### Metal 1

Scale bar: 50 µm.
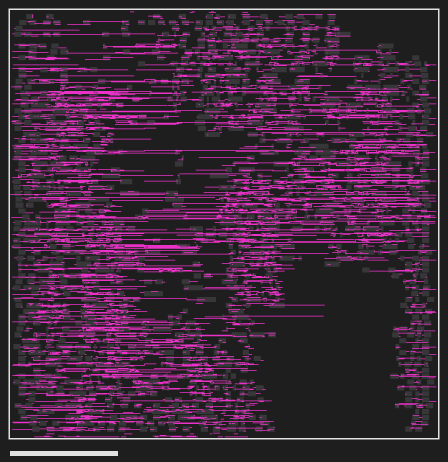
### Routed metal per tile

The die is cut into 40 by 40 equal tiles; white is low, dark blue is high, scaled to the fullest tile. Values are wire area over tile area, all layers added.
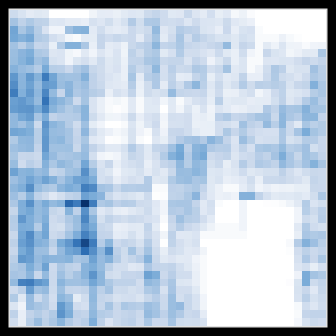
### Routing congestion map

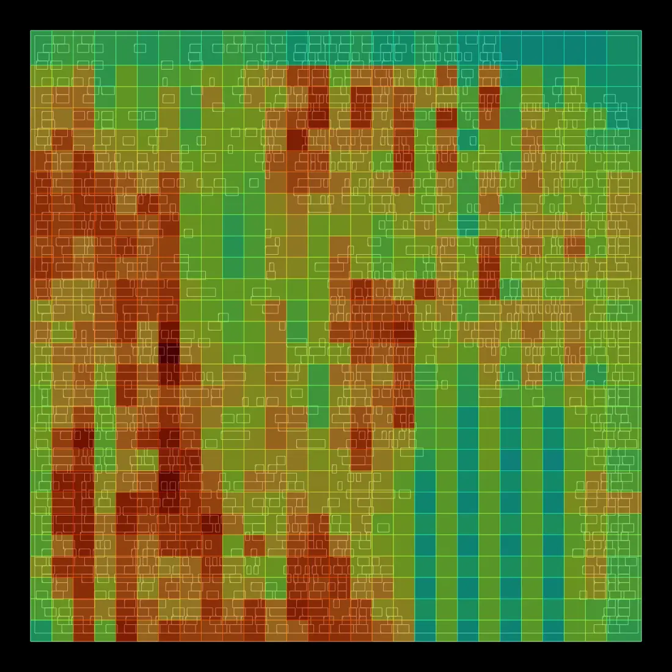
==> src/rtl/soc_bus_pkg.sv <==
// Shared types and constants for the SoC bus fabric.
package soc_bus_pkg;

   typedef enum logic [0:0] {
      IDLE = 1'b0,
      WAIT = 1'b1
   } bus_state_e;

   localparam logic [31:0] BUS_ERR_DATA  = 32'hDEAD_BEEF;
   localparam logic [15:0] RAM_PAGE      = 16'h0000;
   localparam logic [15:0] PER_BASE_PAGE = 16'h0040;

endpackage

==> src/rtl/soc_bus_fabric_decode.sv <==
// soc_addr_decode: purely combinational page -> {hit, index} decoder.
// Page RAM_PAGE selects slave 0; pages BASE_PAGE .. BASE_PAGE+N_SLV-2 select slaves 1..N_SLV-1.
module soc_addr_decode
   import soc_bus_pkg::*;
#(
   parameter int unsigned N_SLV   = 8,
   parameter int unsigned PAGE_HI = 31,
   parameter int unsigned PAGE_LO = 16,
   parameter logic [PAGE_HI-PAGE_LO:0] BASE_PAGE = PER_BASE_PAGE,
   localparam int unsigned PW    = PAGE_HI - PAGE_LO + 1,
   localparam int unsigned IDX_W = (N_SLV > 1) ? $clog2(N_SLV) : 1
) (
   input  logic [PW-1:0]    page,
   output logic             hit,
   output logic [IDX_W-1:0] idx
);

   logic [PW-1:0] offset;

   // Range compare against the peripheral window; idx is only meaningful when hit is set.
   always_comb begin
      offset = page - BASE_PAGE;
      hit    = 1'b0;
      idx    = '0;
      if (page == PW'(RAM_PAGE)) begin
         hit = 1'b1;
      end else if ((page >= BASE_PAGE) && (offset <= PW'(N_SLV - 2))) begin
         hit = 1'b1;
         idx = IDX_W'(offset + PW'(1));
      end
   end

endmodule

==> src/rtl/soc_bus_fabric.sv <==
// soc_bus_fabric: decoder, chip-select generator and read-data mux between the CPU memory port
// and N_SLV slaves, with per-slave busy stall, timeout watchdog and error capture.
// Optional: define BUS_ERR_TRAP_EN to trap unmapped accesses (no chip select, error data,
// error flag) instead of aliasing them onto slave 0.
module soc_bus_fabric
   import soc_bus_pkg::*;
#(
   parameter int unsigned N_SLV   = 8,
   parameter int unsigned ADDR_W  = 32,
   parameter int unsigned DATA_W  = 32,
   parameter int unsigned PAGE_HI = 31,
   parameter int unsigned PAGE_LO = 16,
   parameter logic [PAGE_HI-PAGE_LO:0] BASE_PAGE = PER_BASE_PAGE,
   parameter int unsigned TIMEOUT = 255,
   localparam int unsigned IDX_W  = (N_SLV > 1) ? $clog2(N_SLV) : 1
) (
   input  logic                    clk,
   input  logic                    resetn,
   input  logic [ADDR_W-1:0]       m_addr,
   input  logic [DATA_W-1:0]       m_wdata,
   input  logic [3:0]              m_wmask,
   input  logic                    m_rstrb,
   output logic [DATA_W-1:0]       m_rdata,
   output logic                    m_rbusy,
   output logic                    m_wbusy,
   output logic [N_SLV-1:0]        s_cs,
   output logic                    s_rd,
   output logic                    s_wr,
   output logic [ADDR_W-1:0]       s_addr,
   output logic [DATA_W-1:0]       s_wdata,
   output logic [3:0]              s_wmask,
   input  logic [N_SLV*DATA_W-1:0] s_rdata,
   input  logic [N_SLV-1:0]        s_busy,
   input  logic                    err_clr,
   output logic                    err_irq,
   output logic [ADDR_W-1:0]       err_addr
);

   bus_state_e        state_q, state_d;
   logic [IDX_W-1:0]  sel_q, sel_d;
   logic              is_read_q, is_read_d;
   logic [ADDR_W-1:0] addr_q, addr_d;
   logic              resp_q, resp_d;
   logic              miss_q, miss_d;
   logic [7:0]        cnt_q, cnt_d;
   logic              err_irq_q, err_irq_d;
   logic [ADDR_W-1:0] err_addr_q, err_addr_d;
   logic [DATA_W-1:0] rdata_q, rdata_d;

   logic              dec_hit;
   logic [IDX_W-1:0]  dec_idx;
   logic [IDX_W-1:0]  dec_sel;
   logic              dec_miss;
   logic [N_SLV-1:0]  dec_cs;
   logic [N_SLV-1:0]  sel_onehot;
   logic              busy_sel;
   logic [DATA_W-1:0] sel_data;
   logic              req;
   logic              stall;
   logic              err_set;

   soc_addr_decode #(
      .N_SLV     (N_SLV),
      .PAGE_HI   (PAGE_HI),
      .PAGE_LO   (PAGE_LO),
      .BASE_PAGE (BASE_PAGE)
   ) u_decode (
      .page (m_addr[PAGE_HI:PAGE_LO]),
      .hit  (dec_hit),
      .idx  (dec_idx)
   );

   // Map the decoder result onto a chip select, trapping or aliasing unmapped pages.
   always_comb begin
      dec_cs = '0;
`ifdef BUS_ERR_TRAP_EN
      dec_sel  = dec_idx;
      dec_miss = ~dec_hit;
      if (dec_hit) dec_cs[dec_idx] = 1'b1;
`else
      dec_sel  = dec_hit ? dec_idx : '0;
      dec_miss = 1'b0;
      dec_cs[dec_sel] = 1'b1;
`endif
   end

   // Latched-slave views: one-hot select, its busy line and its read data.
   always_comb begin
      sel_onehot        = '0;
      sel_onehot[sel_q] = 1'b1;
      busy_sel          = s_busy[sel_q] & ~miss_q;
      sel_data          = s_rdata[32'(sel_q) * DATA_W +: DATA_W];
      req               = m_rstrb | (|m_wmask);
   end

   // Transaction FSM: next state, strobes, stalls and response data.
   always_comb begin
      state_d   = state_q;
      sel_d     = sel_q;
      is_read_d = is_read_q;
      addr_d    = addr_q;
      resp_d    = 1'b0;
      miss_d    = miss_q;
      cnt_d     = cnt_q;
      rdata_d   = rdata_q;
      err_set   = 1'b0;
      stall     = 1'b0;
      s_cs      = '0;
      s_rd      = 1'b0;
      s_wr      = 1'b0;
      m_rbusy   = 1'b0;
      m_wbusy   = 1'b0;
      if (resetn) begin
         unique case (state_q)
            IDLE: begin
               if (resp_q) begin
                  if (miss_q) begin
                     err_set = 1'b1;
                     if (is_read_q) rdata_d = DATA_W'(BUS_ERR_DATA);
                  end else if (busy_sel) begin
                     // Slave not ready: stall the CPU from this very cycle.
                     stall   = 1'b1;
                     state_d = WAIT;
                     cnt_d   = '0;
                     s_cs    = sel_onehot;
                     m_rbusy = is_read_q;
                     m_wbusy = ~is_read_q;
                  end else if (is_read_q) begin
                     rdata_d = sel_data;
                  end
               end
               if (req && !stall) begin
                  s_cs      = dec_cs;
                  s_rd      = m_rstrb;
                  s_wr      = |m_wmask;
                  sel_d     = dec_sel;
                  is_read_d = m_rstrb;
                  addr_d    = m_addr;
                  miss_d    = dec_miss;
                  resp_d    = 1'b1;
               end
            end
            WAIT: begin
               s_cs = sel_onehot;
               if (!busy_sel) begin
                  state_d = IDLE;
                  cnt_d   = '0;
                  if (is_read_q) rdata_d = sel_data;
               end else if (cnt_q == 8'(TIMEOUT)) begin
                  state_d = IDLE;
                  cnt_d   = '0;
                  err_set = 1'b1;
                  rdata_d = DATA_W'(BUS_ERR_DATA);
               end else begin
                  m_rbusy = is_read_q;
                  m_wbusy = ~is_read_q;
                  if (cnt_q != 8'hFF) cnt_d = cnt_q + 8'd1;
               end
            end
            default: state_d = IDLE;
         endcase
      end
   end

   // Sticky error flag; a new error overrides a simultaneous clear and recaptures the address.
   always_comb begin
      err_irq_d  = err_irq_q;
      err_addr_d = err_addr_q;
      if (err_clr) err_irq_d = 1'b0;
      if (err_set) begin
         err_irq_d = 1'b1;
         if (!err_irq_q || err_clr) err_addr_d = addr_q;
      end
   end

   // Output drive; everything is forced low while reset is asserted.
   always_comb begin
      m_rdata  = resetn ? rdata_d : '0;
      s_addr   = resetn ? m_addr : '0;
      s_wdata  = resetn ? m_wdata : '0;
      s_wmask  = m_wmask & {4{s_cs[0] & s_wr}};
      err_irq  = resetn & err_irq_q;
      err_addr = resetn ? err_addr_q : '0;
   end

   // State registers with synchronous active-low reset.
   always_ff @(posedge clk) begin
      if (!resetn) begin
         state_q    <= IDLE;
         sel_q      <= '0;
         is_read_q  <= 1'b0;
         addr_q     <= '0;
         resp_q     <= 1'b0;
         miss_q     <= 1'b0;
         cnt_q      <= '0;
         err_irq_q  <= 1'b0;
         err_addr_q <= '0;
         rdata_q    <= '0;
      end else begin
         state_q    <= state_d;
         sel_q      <= sel_d;
         is_read_q  <= is_read_d;
         addr_q     <= addr_d;
         resp_q     <= resp_d;
         miss_q     <= miss_d;
         cnt_q      <= cnt_d;
         err_irq_q  <= err_irq_d;
         err_addr_q <= err_addr_d;
         rdata_q    <= rdata_d;
      end
   end

endmodule

==> config.mk <==
export PLATFORM = sky130hd
export DESIGN_NAME = soc_bus_fabric
export DESIGN_NICKNAME = d
export VERILOG_FILES = /design/src/rtl/soc_bus_pkg.sv /design/src/rtl/soc_bus_fabric_decode.sv /design/src/rtl/soc_bus_fabric.sv
export SDC_FILE = /design/constraint.sdc
export NUM_CORES = 1
export LEC_CHECK = 0
export CELL_PAD_IN_SITES_DETAIL_PLACEMENT = 1
export CELL_PAD_IN_SITES_GLOBAL_PLACEMENT = 2
export CORE_UTILIZATION = 19
export CTS_CLUSTER_DIAMETER = 60
export DETAILED_ROUTE_END_ITERATION = 10
export GPL_TIMING_DRIVEN = 0
export PLACE_DENSITY = 0.87
export SYNTH_ARGS = -nofsm -noshare
export SYNTH_HDL_FRONTEND = slang
export SYNTH_SLANG_ARGS = --single-unit
==> constraint.sdc <==
create_clock -name clk -period 3.5 [get_ports clk]
set_input_delay 0.875 -clock clk [delete_from_list [all_inputs] [get_ports clk]]
set_output_delay 0.875 -clock clk [all_outputs]
set_load 0.01 [all_outputs]
==> impl_metrics.yaml <==
# generated from flow reports
cts:
  cts_setup_buffers: 46
  cts_tree: "done"
  root_buffer: "clkbuf_16"
  cts.sinks: 111
final_timing:
  max_freq_mhz: 285.0
  layout_setup_ws_ns: -0.009216
  hold_viol_final: 0
  finalSetupViolations: 1
  fin_skew_ns: 0.01206
drt:
  drc: 0
logic_synthesis:
  async_reset_ff_frac: 0
  top_area_cell: "dfxtp_1"
  ys_sh_simple: 0.3060
  synth_top_area_share: 0.3060
  xor_share: 0.003618
  yosysSeqAreaShare: 0.3060
  ys_cells: 883
  ys_sh_aoi: 0.1723
die:
  die_y_um: 197.5
  core_um2: 37670
  fp-utilization: 0.1928
global_routing:
  grt_pass1_vias: 9904
final_layout:
  seq_cells: 111
  n_all_buffers: 619
  syn_to_final_growth_pct: 98.31
  final_cells: 1966
  largest_cell_class: "non-clock buffers"
  reg_top3: "addr_q x32, err_addr_q x32, rdata_q x32"
power_and_ir_drop:
  vdd_drop_max_v: 0.0002093
  p_sw_w: 0.001024
  seqPwrFrac: 0.386
  p_per_area_nw_per_um2: 240.8
  p_leak_nw: 5.521
worst_setup_path:
  path_delay_family: "buffers and inverters"
  critPathLaunchType: "flop"
  worstPathRequired_ns: 2.62
  critical_path.max_stage_delay_ns: 0.37
  cp_max_fo: 10
placement:
  place_area_um2: 12710
status:
  violations: "negative setup slack"
  status: "complete, but fails checks"
-- 'Metal 1' (at the start) --
longest straight run	69.9 µm
main direction	horizontal
met1 usage: 0.2459
vias: 9395
Post-Route WL: 47330 µm

-- 'Routed metal per tile' (at the start) --
nearly empty tiles	13%
emptiest ninth of the die	lower right
mean over tiles	0.20
fullest tile	0.84
Avg WL per Cell: 24.07 µm
overall routing resource usage: 0.2357

-- 'Routing congestion map' (at the start) --
M3 GR Usage: 0.05412
gr busiest metal: met2

-- cells by family after synthesis --
| logic type | after synthesis |
|---|---|
| buf+inv | 83 |
| simple gates | 453 |
| mux | 66 |
| flops | 111 |
| fa+ha+maj | 4 |
| compound gates | 163 |
| xor+xnor | 3 |
-- final timing paths --
path                       start             end  slack [ns]  cells past startpoint
hold reg to reg   err_addr_q[27]  err_addr_q[27]        0.45                      2
hold / removal    err_addr_q[27]  err_addr_q[27]        0.45                      2
setup reg to reg        sel_q[1]      rdata_q[4]        0.11                     23
setup / recovery        sel_q[1]     m_rdata[25]      -0.009                      9
-- per-layer routing --
layer / wire, µm / vias to the layer above
met5: 57 / -
met4: 1779 / 10
met3: 3081 / 79
met2: 25040 / 420
met1: 17370 / 4591
li1: - / 4295
